Figure 1. M1 wires.
The bar under the picture is 20 um long.
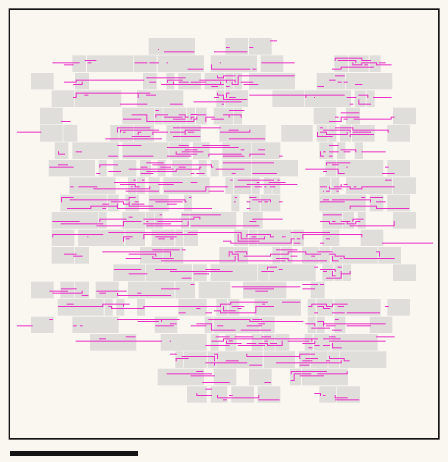
Figure 2. M2 wires.
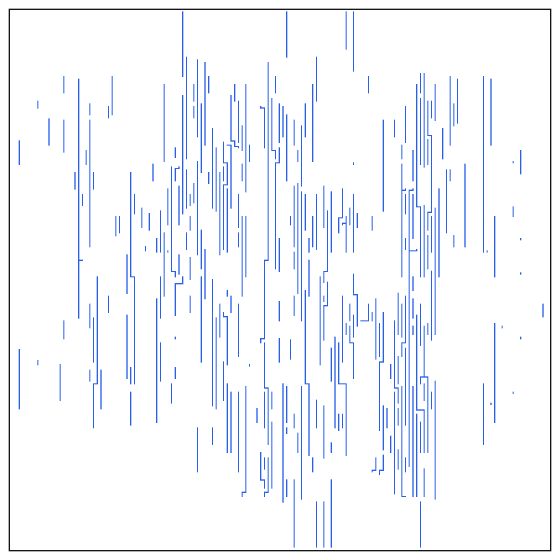
Figure 3. Signal wires on met3.
The bar under the picture is 20 um long.
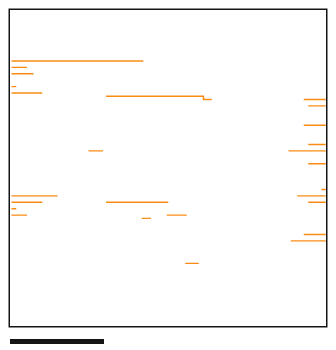
Figure 4. Clock routing.
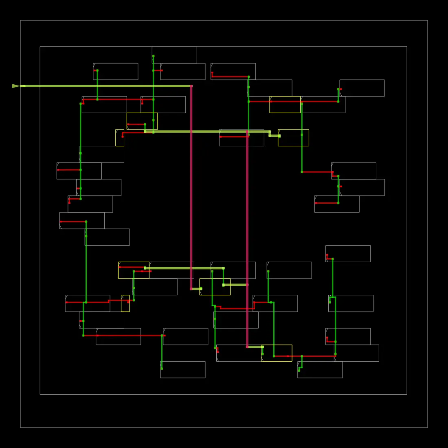
Figure 5. Drive-strength map.
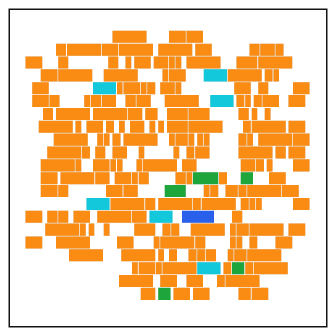
<file path="config.mk">
export PLATFORM = sky130hd
export DESIGN_NAME = ring_monitor
export DESIGN_NICKNAME = d
export VERILOG_FILES = /design/src/rtl/ring_monitor.sv
export SDC_FILE = /design/constraint.sdc
export NUM_CORES = 1
export LEC_CHECK = 0
export CAP_MARGIN = 10
export CORE_MARGIN = 3
export CORE_UTILIZATION = 45
export CTS_CLUSTER_DIAMETER = 120
export DETAILED_ROUTE_END_ITERATION = 8
export PLACE_DENSITY_LB_ADDON = 0.3
export SLEW_MARGIN = 40
export SYNTH_ARGS = -nofsm -noshare
export SYNTH_HDL_FRONTEND = slang
export SYNTH_SLANG_ARGS = --single-unit
</file>
<file path="constraint.sdc">
create_clock -name clk -period 7 [get_ports clk]
set_clock_uncertainty 0.2 [all_clocks]
set_input_delay 2.1 -clock clk [delete_from_list [all_inputs] [get_ports clk]]
set_output_delay 2.1 -clock clk [all_outputs]
set_load 0.02 [all_outputs]
</file>
<file path="src/rtl/ring_monitor.sv">
// ring_monitor: legality checker, position encoder, lap counter and fault counter for an 8-bit one-hot ring.
// Build option: define RING_MON_HOLD_EN to accept a repeated vector (ring counter with clock-enable) as legal.
module ring_monitor #(
  parameter int LAP_W = 8,
  parameter int ERR_W = 4
) (
  input  logic             clk,
  input  logic             rst,
  input  logic [7:0]       ring,
  input  logic             clr_err,
  output logic [2:0]       pos,
  output logic             pos_vld,
  output logic             lap_tick,
  output logic [LAP_W-1:0] lap_cnt,
  output logic             err,
  output logic [ERR_W-1:0] err_cnt
);

  typedef enum logic [1:0] {
    SYNC  = 2'd0,
    TRACK = 2'd1,
    FAULT = 2'd2
  } state_t;

  state_t           state_q, state_d;
  logic [7:0]       smp_q;
  logic [7:0]       prv_q, prv_d;
  logic [2:0]       pos_q, pos_d;
  logic             vld_q, vld_d;
  logic             tick_q, tick_d;
  logic [LAP_W-1:0] lap_q, lap_d;
  logic             err_q, err_d;
  logic [ERR_W-1:0] cnt_q, cnt_d;

  logic             smp_oh_s;
  logic [2:0]       smp_idx_s;
  logic             step_ok_s;
  logic             hold_s;
  logic             err_ev_s;

  function automatic logic is_onehot(input logic [7:0] v);
    is_onehot = ($countones(v) == 32'd1);
  endfunction

  function automatic logic [2:0] encode(input logic [7:0] v);
    encode = 3'd0;
    for (int i = 0; i < 8; i++) begin
      if (v[i]) begin
        encode = i[2:0];
      end
    end
  endfunction

  assign smp_oh_s  = is_onehot(smp_q);
  assign smp_idx_s = encode(smp_q);
  assign step_ok_s = (smp_q == {prv_q[6:0], prv_q[7]});

`ifdef RING_MON_HOLD_EN
  assign hold_s = (smp_q == prv_q);
`else
  assign hold_s = 1'b0;
`endif

  // Classify the sample against the last accepted vector and form next state.
  always_comb begin
    state_d  = state_q;
    prv_d    = prv_q;
    pos_d    = pos_q;
    vld_d    = vld_q;
    tick_d   = 1'b0;
    lap_d    = lap_q;
    err_d    = err_q;
    cnt_d    = cnt_q;
    err_ev_s = 1'b0;

    case (state_q)
      SYNC, FAULT: begin
        if (smp_oh_s) begin
          prv_d   = smp_q;
          pos_d   = smp_idx_s;
          vld_d   = 1'b1;
          state_d = TRACK;
        end else begin
          state_d = state_q;
        end
      end
      TRACK: begin
        if (!smp_oh_s) begin
          err_ev_s = 1'b1;
          vld_d    = 1'b0;
          state_d  = FAULT;
        end else if (step_ok_s) begin
          prv_d = smp_q;
          pos_d = smp_idx_s;
          if (prv_q == 8'h80) begin
            tick_d = 1'b1;
            lap_d  = lap_q + {{(LAP_W-1){1'b0}}, 1'b1};
          end else begin
            tick_d = 1'b0;
          end
        end else if (hold_s) begin
          prv_d = prv_q;
        end else begin
          // One-hot but out of sequence: resynchronise onto the new position.
          err_ev_s = 1'b1;
          prv_d    = smp_q;
          pos_d    = smp_idx_s;
        end
      end
      default: begin
        state_d = SYNC;
        vld_d   = 1'b0;
      end
    endcase

    // A fault in the same cycle as a clear wins and restarts the count at one.
    if (err_ev_s) begin
      err_d = 1'b1;
      if (clr_err) begin
        cnt_d = {{(ERR_W-1){1'b0}}, 1'b1};
      end else if (cnt_q == {ERR_W{1'b1}}) begin
        cnt_d = cnt_q;
      end else begin
        cnt_d = cnt_q + {{(ERR_W-1){1'b0}}, 1'b1};
      end
    end else if (clr_err) begin
      err_d = 1'b0;
      cnt_d = {ERR_W{1'b0}};
    end else begin
      err_d = err_q;
    end
  end

  // Sample register and all state/output registers with synchronous active-low reset.
  always_ff @(posedge clk) begin
    if (!rst) begin
      smp_q   <= 8'd0;
      prv_q   <= 8'd0;
      state_q <= SYNC;
      pos_q   <= 3'd0;
      vld_q   <= 1'b0;
      tick_q  <= 1'b0;
      lap_q   <= {LAP_W{1'b0}};
      err_q   <= 1'b0;
      cnt_q   <= {ERR_W{1'b0}};
    end else begin
      smp_q   <= ring;
      prv_q   <= prv_d;
      state_q <= state_d;
      pos_q   <= pos_d;
      vld_q   <= vld_d;
      tick_q  <= tick_d;
      lap_q   <= lap_d;
      err_q   <= err_d;
      cnt_q   <= cnt_d;
    end
  end

  assign pos      = pos_q;
  assign pos_vld  = vld_q;
  assign lap_tick = tick_q;
  assign lap_cnt  = lap_q;
  assign err      = err_q;
  assign err_cnt  = cnt_q;

endmodule

</file>
==> run notes <==
fresh numbers from the pnr run: antenna violations before repair=0, Nets=230, placed cells=249, cell count in the Yosys report=180, Setup crit start kind=flip-flop, Pre-Repair DR Iteration Count=4, Final min period=4.750 ns, r2r worst-path depth=13, and+or+nand+nor area frac=19.13%, ys async rst share=0%, setup TNS=0 ns, Syn Area/Cell=9.266 um2, ant diodes=0, hold crit path type=reg2reg, outcome=completed, core area=3442 um2, CTS HTree Levels=2, Pint=372.1 uW, Routed Antenna Nets=0, Biggest consumer=sequential cells, Worst setup EP type=flip-flop, clock power share=27.6%, grt total ovfl=0, Net Sw Frac=29.80%
Back to the opening pictures, Figure 1:
longest straight run: 14.7 um
main direction: horizontal
share of all routed wire: 43%
nets with wire on the layer: 201

Back to the opening pictures, Figure 2:
nets with wire on the layer: 197
share of all routed wire: 50%
wire length on this layer: 1620 um
main direction: vertical
DRT Wirelength: 3.216 mm
Via Count: 1340
met2 Use GR: 29.46%

Back to the opening pictures, Figure 3:
nets with wire on the layer: 22
wire length on this layer: 156 um
longest straight run: 27.6 um
share of all routed wire: 4.8%
main direction: horizontal

Back to the opening pictures, Figure 4:
seq_cells: 36
later-pin clock latency in the skew report: 0.28 ns
clkbuf count: 8
Num CTS Buffers: 5

Back to the opening pictures, Figure 5:
[green] _2 cells | cells: 5 | most used: or3_2
[cyan] _6 and larger | cells: 6 | most used: clkbuf_8
[orange] _0 and _1 cells | cells: 199 | most used: dfxtp_1
[blue] _3 and _4 cells | cells: 1 | most used: a21boi_4
Synth-to-Final Area Change: 24.91%
Layout Cell Area excl Fill: 2083 um2
final setup margin: 2.250 ns
non-clock buffer count: 28

## metal layers
layer	share of wire, %	GRT usage (%)
met1	43	18.33
met2	50	29.46
met3	4.8	5.734
met4	2.1	8.354
met5	0	0
## worst max-delay path, stage by stage (launching register included)
cell	delay, ns
dfxtp_1	0.39
inv_1	0.08
fa_1	0.47
fa_1	0.51
fa_1	0.40
inv_1	0.07
ha_1	0.16
inv_1	0.05
fa_1	0.39
a211o_1	0.27
a21oi_1	0.35
nand4_1	0.52
or4_1	0.66
a21oi_1	0.15
## cell type report
cell class                      instances  area share (%)
Sequential cell                        36           34.59
Clock buffer                            8           4.324
Timing Repair Buffer                   28           13.45
Multi-Input combinational cell        121           41.62
Inverter                               18           3.243
Tap cell                               46           2.763
No activity file was given, so power comes from the tool's default toggle rates.
